===== src/rtl/riscv_pkg.sv =====
// Shared types for the hazard controller: forwarding selects, FSM states and
// the forwarding-source helper.
package riscv_pkg;

  typedef enum logic [1:0] {
    FWD_RF = 2'b00,
    FWD_W  = 2'b01,
    FWD_M  = 2'b10
  } hazard_fwd_e;

  typedef enum logic {
    RUN      = 1'b0,
    MDU_WAIT = 1'b1
  } hz_state_e;

  // M has priority over W; x0 is hard-wired zero and never forwarded.
  function automatic hazard_fwd_e fwd_sel(logic [4:0] src, logic [4:0] rd_m, logic wr_m,
                                          logic [4:0] rd_w, logic wr_w);
    if (wr_m && (rd_m != 5'd0) && (rd_m == src)) return FWD_M;
    if (wr_w && (rd_w != 5'd0) && (rd_w == src)) return FWD_W;
    return FWD_RF;
  endfunction

endpackage


===== src/rtl/hazard_perf_cnt.sv =====
// Saturating event counter for hazard statistics; sticks at all-ones.
module hazard_perf_cnt #(
  parameter int unsigned PERF_W = 32
) (
  input  logic              clk_i,
  input  logic              rst_i,
  input  logic              inc_i,
  output logic [PERF_W-1:0] cnt_o
);

  logic [PERF_W-1:0] cnt_q;

  always_ff @(posedge clk_i or posedge rst_i) begin
    if (rst_i) begin
      cnt_q <= '0;
    end else if (inc_i && (cnt_q != '1)) begin
      cnt_q <= cnt_q + PERF_W'(1);
    end
  end

  assign cnt_o = cnt_q;

endmodule


===== src/rtl/hazard_ctrl.sv =====
// Execute-stage hazard controller: forwarding, load-use stall, branch flush and
// MDU hold with watchdog kill. Perf counters exist only with HAZARD_PERF_EN.
module hazard_ctrl
  import riscv_pkg::*;
#(
  parameter int unsigned MDU_TIMEOUT = 64,
  parameter int unsigned PERF_W      = 32
) (
  input  logic              clk_i,
  input  logic              rst_i,
  input  logic [4:0]        rs1D_addr_i,
  input  logic [4:0]        rs2D_addr_i,
  input  logic [4:0]        rs1E_addr_i,
  input  logic [4:0]        rs2E_addr_i,
  input  logic [4:0]        rdE_addr_i,
  input  logic              rdE_wr_ena_i,
  input  logic              loadE_i,
  input  logic [4:0]        rdM_addr_i,
  input  logic              rdM_wr_ena_i,
  input  logic [4:0]        rdW_addr_i,
  input  logic              rdW_wr_ena_i,
  input  logic              next_pc_ena_i,
  input  logic              mdE_valid_i,
  input  logic              mdu_done_i,
  output logic [1:0]        forwardAE_o,
  output logic [1:0]        forwardBE_o,
  output logic              stallF_o,
  output logic              stallD_o,
  output logic              stallE_o,
  output logic              flushD_o,
  output logic              flushE_o,
  output logic              flushM_o,
  output logic              mdu_kill_o,
  output logic [PERF_W-1:0] perf_stall_cnt_o,
  output logic [PERF_W-1:0] perf_flush_cnt_o
);

  localparam int unsigned CntW = $clog2(MDU_TIMEOUT + 1);

  hz_state_e       state_q, state_d;
  logic [CntW-1:0] cnt_q, cnt_d;
  logic            load_use, timeout;

  always_ff @(posedge clk_i or posedge rst_i) begin
    if (rst_i) begin
      state_q <= RUN;
      cnt_q   <= '0;
    end else begin
      state_q <= state_d;
      cnt_q   <= cnt_d;
    end
  end

  assign load_use = loadE_i && rdE_wr_ena_i && (rdE_addr_i != 5'd0) &&
                    ((rdE_addr_i == rs1D_addr_i) || (rdE_addr_i == rs2D_addr_i));
  assign timeout  = (cnt_q == CntW'(MDU_TIMEOUT));

  always_comb begin
    state_d     = state_q;
    cnt_d       = cnt_q;
    forwardAE_o = fwd_sel(rs1E_addr_i, rdM_addr_i, rdM_wr_ena_i, rdW_addr_i, rdW_wr_ena_i);
    forwardBE_o = fwd_sel(rs2E_addr_i, rdM_addr_i, rdM_wr_ena_i, rdW_addr_i, rdW_wr_ena_i);
    stallF_o    = 1'b0;
    stallD_o    = 1'b0;
    stallE_o    = 1'b0;
    flushD_o    = 1'b0;
    flushE_o    = 1'b0;
    flushM_o    = 1'b0;
    mdu_kill_o  = 1'b0;
    case (state_q)
      RUN: begin
        if (next_pc_ena_i) begin
          flushD_o = 1'b1;
          flushE_o = 1'b1;
        end else if (mdE_valid_i && !mdu_done_i) begin
          // Hold the op in E from its first cycle; bubble goes to M.
          state_d  = MDU_WAIT;
          cnt_d    = CntW'(1);
          stallF_o = 1'b1;
          stallD_o = 1'b1;
          stallE_o = 1'b1;
          flushM_o = 1'b1;
        end else if (load_use) begin
          stallF_o = 1'b1;
          stallD_o = 1'b1;
          flushE_o = 1'b1;
        end
      end
      MDU_WAIT: begin
        if (mdu_done_i) begin
          state_d = RUN;
        end else if (timeout) begin
          // Drop the killed op from E and keep it out of M; D holds so it is not lost.
          state_d    = RUN;
          mdu_kill_o = 1'b1;
          flushE_o   = 1'b1;
          flushM_o   = 1'b1;
          stallF_o   = 1'b1;
          stallD_o   = 1'b1;
        end else begin
          cnt_d    = cnt_q + CntW'(1);
          stallF_o = 1'b1;
          stallD_o = 1'b1;
          stallE_o = 1'b1;
          flushM_o = 1'b1;
        end
      end
      default: state_d = RUN;
    endcase
    if (rst_i) begin
      forwardAE_o = FWD_RF;
      forwardBE_o = FWD_RF;
      stallF_o    = 1'b0;
      stallD_o    = 1'b0;
      stallE_o    = 1'b0;
      flushD_o    = 1'b0;
      flushE_o    = 1'b0;
      flushM_o    = 1'b0;
      mdu_kill_o  = 1'b0;
    end
  end

`ifdef HAZARD_PERF_EN
  hazard_perf_cnt #(
    .PERF_W(PERF_W)
  ) u_stall_cnt (
    .clk_i(clk_i),
    .rst_i(rst_i),
    .inc_i(stallF_o),
    .cnt_o(perf_stall_cnt_o)
  );

  hazard_perf_cnt #(
    .PERF_W(PERF_W)
  ) u_flush_cnt (
    .clk_i(clk_i),
    .rst_i(rst_i),
    .inc_i(flushD_o | flushE_o),
    .cnt_o(perf_flush_cnt_o)
  );
`else
  assign perf_stall_cnt_o = '0;
  assign perf_flush_cnt_o = '0;
`endif

endmodule


===== config.mk =====
export PLATFORM = sky130hd
export DESIGN_NAME = hazard_ctrl
export DESIGN_NICKNAME = d
export VERILOG_FILES = /design/src/rtl/riscv_pkg.sv /design/src/rtl/hazard_perf_cnt.sv /design/src/rtl/hazard_ctrl.sv
export SDC_FILE = /design/constraint.sdc
export NUM_CORES = 1
export LEC_CHECK = 0
export ABC_AREA = 1
export CORE_UTILIZATION = 31
export DETAILED_ROUTE_END_ITERATION = 16
export PLACE_DENSITY = 0.78
export REMOVE_ABC_BUFFERS = 1
export SLEW_MARGIN = 25
export SYNTH_ARGS = -nofsm -noshare
export SYNTH_HDL_FRONTEND = slang
export SYNTH_HIERARCHICAL = 1
export SYNTH_SLANG_ARGS = --single-unit

===== constraint.sdc =====
create_clock -name clk_i -period 1.48 [get_ports clk_i]
set_clock_uncertainty 0.15 [all_clocks]
set_input_delay 0.296 -clock clk_i [delete_from_list [all_inputs] [get_ports clk_i]]
set_output_delay 0.296 -clock clk_i [all_outputs]
set_load 0.01 [all_outputs]

Run 1, I/O nets highlighted:
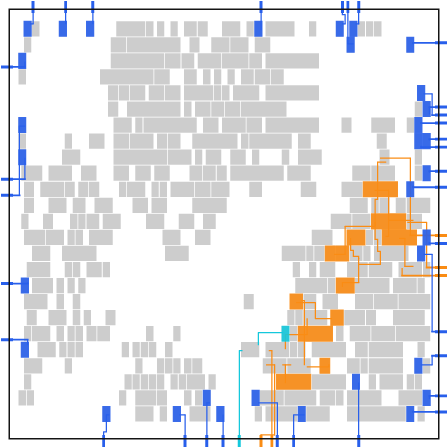
cyan -> rdM_wr_ena_i  # bits 1, direction input, edge bottom, end cells 1, buffers 1, wire 21.1 um
blue -> perf_flush_cnt_o  # bits 32, direction output, edge 13 right, 7 bottom, 7 top, 5 left, end cells 32, buffers 0, wire 143 um
orange -> rs1E_addr_i  # bits 5, direction input, edge 3 right, 2 bottom, end cells 12, buffers 7, wire 180 um
I/O pin cnt: 119
PortBufs: 54

Run 1, selected gate families:
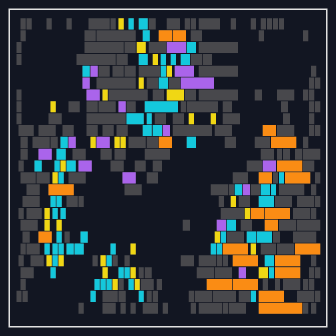
orange -> XOR/XNOR gates  # cells 22, most used xnor2_2
cyan -> NAND gates  # cells 60, most used nand2_1, where all over the die
purple -> inverting AOI/OAI gates  # cells 17
yellow -> inverters  # cells 31, most used inv_1
non-filler cells, final: 395
logic share of the area: 50.0%
dominant logic cell type in the layout: conb_1

Run 1, clock wires, drivers and flops:
Scale bar: 20 um.
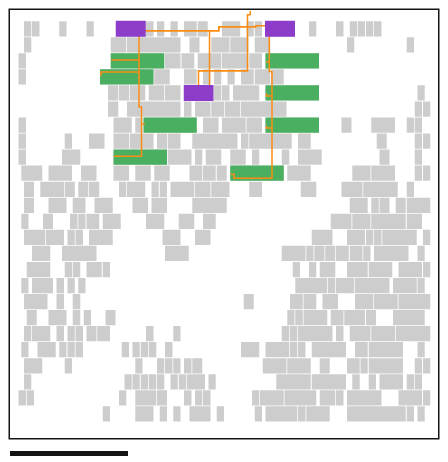
purple -> cells driving clock nets  # count 3
orange -> clock wires  # length 140 um
green -> flip-flops  # count 8
routed clock nets = 4
flops lie = top middle

==> Slide: Implementation Results, run 1 <==
Flow Results at a Glance

Status
  – Status: finished, violations left
  – Failing checks: negative setup slack

Synthesis
  – Synth cell count leaders: buf_4 (65), nand2_1 (42), inv_1 (28)
  – Ys async rst share: 100%
  – Top_reg_cell synth: dfrtp_1
  – Synthesized area: roughly 1500 um^2
  – Chip area in the Yosys report: 1540 um^2
  – EDFF count, synth: 0

Detailed routing
  – Wire per inst: between 10 and 15 um
  – Drt first pass iters: 4

Global route
  – Largest net degree at the start of global routing: 10
  – Via count of the first global-routing pass: approximately 1500
  – Initial antenna violation count: 0
  – Total global-route track usage: ~15%
  – Remaining Overflow, GRT: 0

Setup path
  – Largest fanout on the critical path: 3

Timing
  – Worst setup margin: -0.396 ns
  – Final setup vio count: 17
  – Max Freq: around 530 MHz

Clocking
  – Hold_buf cts: 0
  – CTS buffer count: 3
  – H-tree depth: 1

Power and ir drop
  – LEAKAGE: roughly 1.4 nW
  – Total power divided by cell area: 598 nW/um^2

Die
  – DIE WIDTH: 72.5 um
  – DIE HEIGHT: 72.5 um
## run 1: cell families after synthesis
| logic type | synth area share, % |
|---|---|
| AOI/OAI and AO/OA | 6.57 |
| buffers and inverters | 39.5 |
| and+or+nand+nor | 26.6 |
| adders and majority gates | 1.62 |
| other | 0.243 |
| DFF | 13.0 |
| xor gates and xnor gates | 12.5 |
## run 1: registers in the layout, summed over array words and instances, names as in the netlist
register  count
cnt_q         7
state_q       1
## run 1: stage by stage
step / total power [mW] / utilization, % / cells / worst slack (ns) / area, um^2
after detailed placement: 0.982 / 44.3 / 380 / -1.01 / 2110
after floorplan: 0.612 / - / 233 / -0.223 / 1290
after global routing: 1.62 / 53.3 / 395 / -0.471 / 2530
final: 1.51 / 53.3 / 395 / -0.396 / 2530
after CTS: 1.37 / 49.1 / 391 / -0.379 / 2330
after global placement: 0.969 / 44.3 / 380 / -0.995 / 2110
## run 1: layout make-up
class	instances	share of cell area, %
repair inverters	1	0.247
clock buffers	3	1.63
repair buffers	91	32.1
multi-input cells	195	50.0
flip-flops and latches	8	7.91
well taps	67	3.31
inverters	30	4.84
## run 1: placed cells by master, fill, tap and decap left out, types with 3 or more instances in the layout
cell             count
conb_1              64
clkbuf_8             3
dlygate4sd2_1       12
xnor2_2             13
nand3_1              7
buf_8                5
nand2_1             34
or2_2                3
o21ai_1              4
nand2_2              9
nor3_2               4
nor2_1              13
nor2_4               5
buf_6               19
buf_2               14
clkdlybuf4s15_1      3
a21oi_1              3
inv_2                9
buf_4               31
clkdlybuf4s15_2      4
inv_1               19
nand4_1              6
xor2_1               6
o21ai_2              4
dfrtp_1              8
## run 1: layer usage
layer,GRT usage [%],vias to the layer above,share of wire (%)
met5,0,-,0
met4,2.18,0,1.2
met3,3.06,5,7.3
met2,29.3,87,55
met1,15.8,715,36
li1,-,791,-
## run 1: how the worst min path moves through the flow
stage,cells past startpoint,from,to,slack (ns)
after floorplan,1,rst_i,cnt_q[0],-0.04
after global placement,3,cnt_q[3],cnt_q[3],0.44
after detailed placement,3,cnt_q[3],cnt_q[3],0.46
after CTS,4,rst_i,cnt_q[5],0.26
after global routing,4,rst_i,state_q,0.30
final,4,rst_i,cnt_q[6],0.26
## run 1: power by group
| part | internal (mW) | switching, mW |
|---|---|---|
| registers | 0.251 | 0.0238 |
| logic | 0.487 | 0.487 |
| clock network | 0.176 | 0.0878 |
## run 1: repair_timing
| action | CTS | global route |
|---|---|---|
| gates resized | 236 | 38 |
| endpoints found under the setup margin | 19 | 18 |
| pin swaps | 53 | 21 |
| cloned | 0 | 1 |
| buffers inserted | 8 | 3 |
## run 1: worst max-delay path, stage by stage, from the launching register on
cell,delay [ns]
dfrtp_1,0.39
inv_2,0.08
ha_4,0.14
nand4_4,0.11
buf_4,0.16
nor3_4,0.16
buf_2,0.15
==> run 1 -> run 2 <==
- SYNTH_HIERARCHICAL: 1 -> unset
Run 2, clock routing:
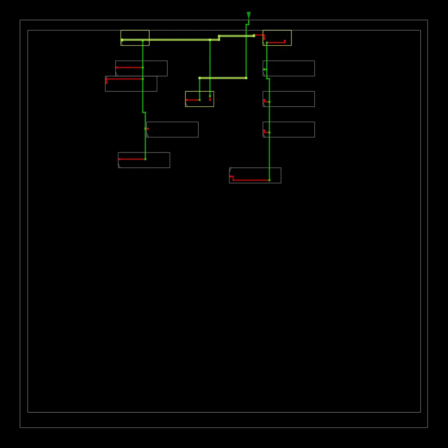
CTS buffer count: 3
clkbuf count: 3
Flop Count: 8

==> Slide: Implementation Results, run 2 <==
Flow Results at a Glance

Status
  – Status: finished, violations left
  – Failing checks: negative setup slack

Timing
  – Final setup vio count: 17 (unchanged)
  – Worst setup margin: -0.396 ns (unchanged)
  – Max Freq: 533 MHz (unchanged)

Power and ir drop
  – Total power divided by cell area: 598 nW/um^2 (unchanged)
  – LEAKAGE: 1.37 nW (unchanged)

Place
  – Setup WS pre-CTS: -1.01 ns (unchanged)
  – Placed Cells: 380 (unchanged)
  – DP Area: 2110 um^2 (unchanged)

Setup path
  – CP max stage delay: 0.39 ns (about the same)
  – CP max-delay cell: dfrtp_1
  – Crit path buf inv count: 3 (unchanged)
  – Delay-heaviest family, CP: flip-flops
  – Crit path cell chain: inv_2, ha_4, nand4_4, buf_4, nor3_4, buf_2

Synthesis
  – Synth cell count leaders: buf_4 (65), nand2_1 (42), inv_1 (28)
  – EDFF count, synth: 0 (unchanged)
  – Top_reg_cell synth: dfrtp_1

Die
  – DIE WIDTH: 72.5 um (unchanged)
  – DIE HEIGHT: 72.5 um (unchanged)
  – I/O pin cnt: 119 (unchanged)

Global route
  – Remaining Overflow, GRT: 0 (unchanged)
  – Total global-route track usage: 14.6% (unchanged)
  – Initial antenna violation count: 0 (unchanged)
  – Via count of the first global-routing pass: 1471 (unchanged)

Layout
  – Regs by FF count: cnt_q: 7 flops, state_q: 1 flops
  – Design area: 2530 um^2 (unchanged)
  – Most frequent cells in the layout: conb_1 (64), nand2_1 (34), buf_4 (31)
  – Final core area utilization: 53.3% (unchanged)
  – Max FFs per register: 7 (unchanged)
  – Dominant logic cell type in the layout: conb_1

Clocking
  – H-tree depth: 1 (unchanged)
[run 2: layout make-up]
| type | count | area, um^2 |
|---|---|---|
| Inverter | 30 | 123 |
| Timing Repair inverter | 1 | 6.26 |
| Clock buffer | 3 | 41.3 |
| Multi-Input combinational cell | 195 | 1270 |
| Timing Repair Buffer | 91 | 812 |
| Fill cell | 485 | 2220 |
| Tap cell | 67 | 83.8 |
| Sequential cell | 8 | 200 |
[run 2: timing repair]
action                                  CTS  global route
pin swaps                                53            21
hold buffers                              0             0
endpoints found under the setup margin   19            18
gates cloned                              0             1
setup buffers                             8             3
resized                                 236            38
[run 2: power breakdown]
part / internal [mW] / switching [mW] / total, mW / leakage, nW
registers: 0.251 / 0.0238 / 0.275 / 0.108
logic: 0.487 / 0.487 / 0.974 / 1.24
clock network: 0.176 / 0.0878 / 0.264 / 0.0216
[run 2: layer usage]
metal  up-vias  part of all wire (%)  track usage, %
li1        791                     -               -
met5         -                     0               0
met1       715                    36            15.8
met4         0                   1.2            2.18
met3         5                   7.3            3.06
met2        87                    55            29.3
[run 2: per-stage QoR]
stage	power [mW]	hold WS [ns]
after floorplan	0.612	-0.0383
after CTS	1.37	0.259
after detailed placement	0.982	0.456
after global routing	1.62	0.300
final	1.51	0.258
after global placement	0.969	0.437
[run 2: worst register-to-register path, stage by stage (launching register included)]
cell and delay (ns):
dfrtp_1 0.39, inv_2 0.08, ha_4 0.14, nand4_4 0.11, buf_4 0.16, nand2_4 0.07, buf_12 0.15, inv_8 0.05
nand4_1 0.08, o21ai_1 0.07
[run 2: worst paths after layout]
kind                               start         end  slack, ns  cells after the start
worst min register to register  cnt_q[3]    cnt_q[3]       0.48                      3
worst min-delay path               rst_i    cnt_q[6]       0.26                      4
worst max register to register  cnt_q[1]    cnt_q[5]      -0.08                      9
worst max-delay path            cnt_q[1]  mdu_kill_o      -0.40                      6
min in group clk_i              cnt_q[3]    cnt_q[3]       0.48                      3
max in group asynchronous          rst_i    cnt_q[1]       0.69                      4
[run 2: cell families after synthesis]
group	after synthesis	share of synthesized area (%)
buffers and inverters	96	39.5
and+or+nand+nor	90	26.6
xor gates and xnor gates	22	12.5
AOI/OAI and AO/OA	17	6.57
DFF	8	13.0
adders and majority gates	2	1.62
other	1	0.243
Run 2, cells coloured by class:
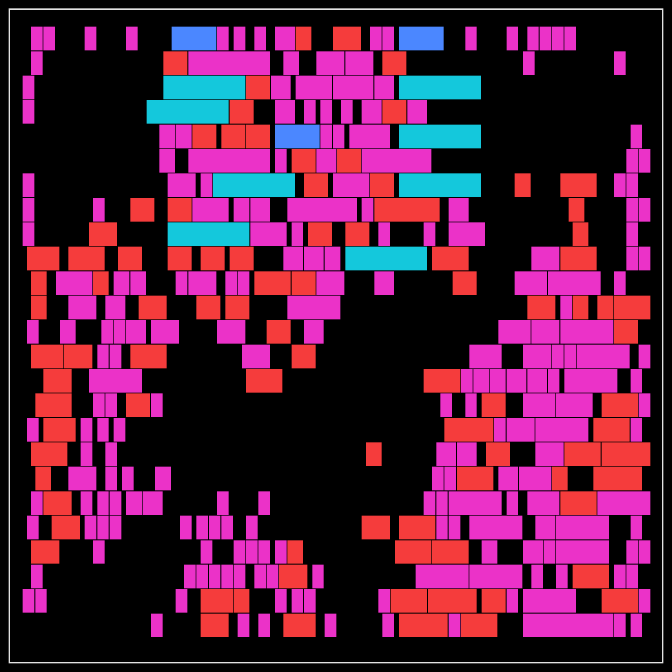

==> run 2 -> run 3 <==
- CORE_UTILIZATION: 31 -> 53
- DONT_BUFFER_PORTS: unset -> 1
- MAX_ROUTING_LAYER: unset -> met4
- PLACE_DENSITY: 0.78 -> 0.71
- SETUP_SLACK_MARGIN: unset -> 0.15
Run 3, cells coloured by class:
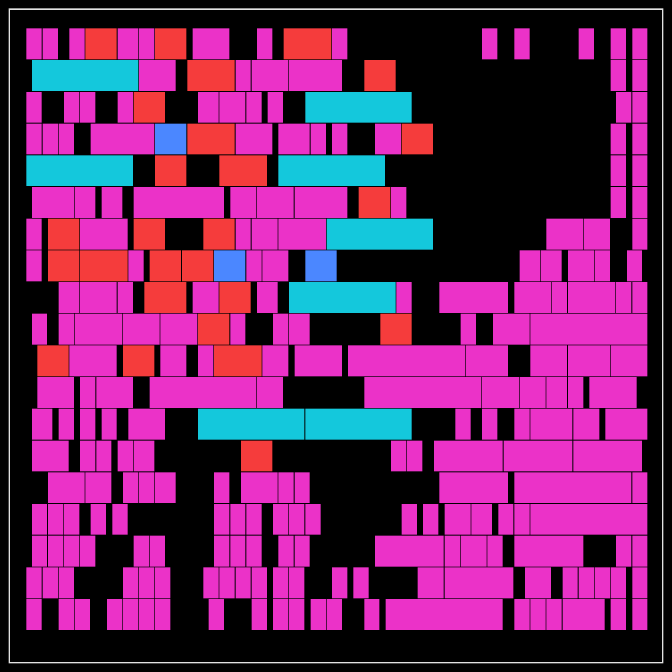
blue -> cells driving clock nets  # cells 3, share of their area 1.2%
red -> other buffers and delay cells  # cells 26, share of their area 12%
cyan -> flip-flops  # cells 8, share of their area 11%
magenta -> all other logic  # cells 225, share of their area 76%

==> Slide: Implementation Results, run 3 <==
Flow Results at a Glance

Layout
  – Regs by FF count: cnt_q: 7 flops, state_q: 1 flops
  – Most frequent cells in the layout: conb_1 (64), nand2_1 (37), inv_1 (24)
  – Syn-to-layout area delta: 22.7%
  – Filler cells: 222 (-54%)
  – Dominant logic cell type in the layout: conb_1
  – Max FFs per register: 7 (unchanged)

Status
  – Failing checks: negative setup slack
  – Status: finished, violations left

Timing
  – Worst setup margin: -0.351 ns (+0.0450 ns)
  – RSZ-0062 raised after global routing: yes
  – Minimum hold slack: 0.298 ns (+0.0403 ns)
  – Final setup vio count: 13 (-4)
  – Max Freq: 546 MHz (+2.5%)

Die
  – DIE HEIGHT: 56.0 um (-23%)
  – DIE WIDTH: 56.0 um (-23%)
  – I/O pin cnt: 119 (unchanged)
  – FP Util: 55.9%

Setup path
  – CP max-delay cell: dfrtp_1
  – CP max stage delay: 0.39 ns (about the same)
  – Crit path cell chain: inv_2, ha_2, nand4_4, buf_6, nor3_2, buf_4

Power and ir drop
  – Total power divided by cell area: 630 nW/um^2 (+5.5%)
  – Total Power: 1.19 mW (-21%)
  – Peak supply drop: roughly 890 uV

Detailed routing
  – DR iter-0 viols: 45
  – Wire per inst: approximately 12 um
  – Drt first pass iters: 4

Synthesis
  – Top_reg_cell synth: dfrtp_1
  – Syn avg cell area: 6.54 um^2
  – EDFF count, synth: 0 (unchanged)
  – Synth cell count leaders: buf_4 (65), nand2_1 (42), inv_1 (28)

Clocking
  – H-tree depth: 1 (unchanged)

Global route
  – Via count of the first global-routing pass: 1213 (-18%)
[run 3: through the flow]
step	cell area, um^2	worst slack, ns	setup TNS (ns)	util, %	cells
finish	1890	-0.351	-2.28	68.6	293
floorplan	1290	-0.223	-0.699	-	233
global placement	1480	-0.0956	-0.433	53.5	284
detailed placement	1480	-0.107	-0.546	53.5	284
CTS	1760	-0.334	-1.93	63.7	291
global route	1890	-0.420	-3.09	68.6	293
[run 3: cell type report]
class / count / area (um^2) / share of cell area, %
Tap cell: 31 / 38.8 / 2.05
Clock buffer: 3 / 22.5 / 1.19
Sequential cell: 8 / 200 / 10.6
Inverter: 30 / 118 / 6.21
Multi-Input combinational cell: 195 / 1290 / 68.3
Timing Repair Buffer: 26 / 220 / 11.6
[run 3: critical path: cells and delay by family, from the launching register on]
kind	cells	cell delay, ns
adders and majority gates	1	0.19
DFF	1	0.39
and+or+nand+nor	2	0.20
buffers and inverters	3	0.36
[run 3: path summary, 6_finish.rpt]
| kind | startpoint | slack (ns) | endpoint | depth (start not counted) |
|---|---|---|---|---|
| setup / recovery | cnt_q[1] | -0.35 | mdu_kill_o | 6 |
| hold / removal | rst_i | 0.30 | cnt_q[2] | 2 |
| setup reg to reg | cnt_q[0] | -0.09 | cnt_q[4] | 8 |
| hold reg to reg | cnt_q[4] | 0.48 | cnt_q[4] | 3 |
| max in group asynchronous | rst_i | 0.63 | cnt_q[4] | 2 |
| min in group clk_i | next_pc_ena_i | 0.36 | state_q | 6 |
[run 3: where the power goes]
part           internal [mW]  leakage [nW]  total [mW]  switching, mW
registers              0.250         0.108       0.269         0.0195
clock network         0.0930        0.0138       0.170         0.0771
logic                  0.371         0.884       0.754          0.382
[run 3: logic make-up after synthesis]
family	synth area share, %
buf+inv	39.5
simple gates	26.6
xor+xnor	12.5
compound gates	6.57
flops	13.0
fa+ha+maj	1.62
other cells	0.243
[run 3: what timing repair did]
action | CTS | global route
gates cloned | 0 | 0
hold endpoints to repair | 8 | 0
hold buffers | 1 | 0
pin swaps | 21 | 18
setup buffers | 3 | 2
gates resized | 45 | 25
endpoints found under the setup margin | 19 | 19
[run 3: routing by layer]
metal  part of all wire, %  vias up  global-route usage [%]
li1                      -      661                       -
met1                    34      613                    22.3
met2                    55       96                    39.2
met3                   7.9       12                    5.12
met4                   3.1        0                    8.36
met5                     0        -                       -
No activity file was given, so power comes from the tool's default toggle rates.
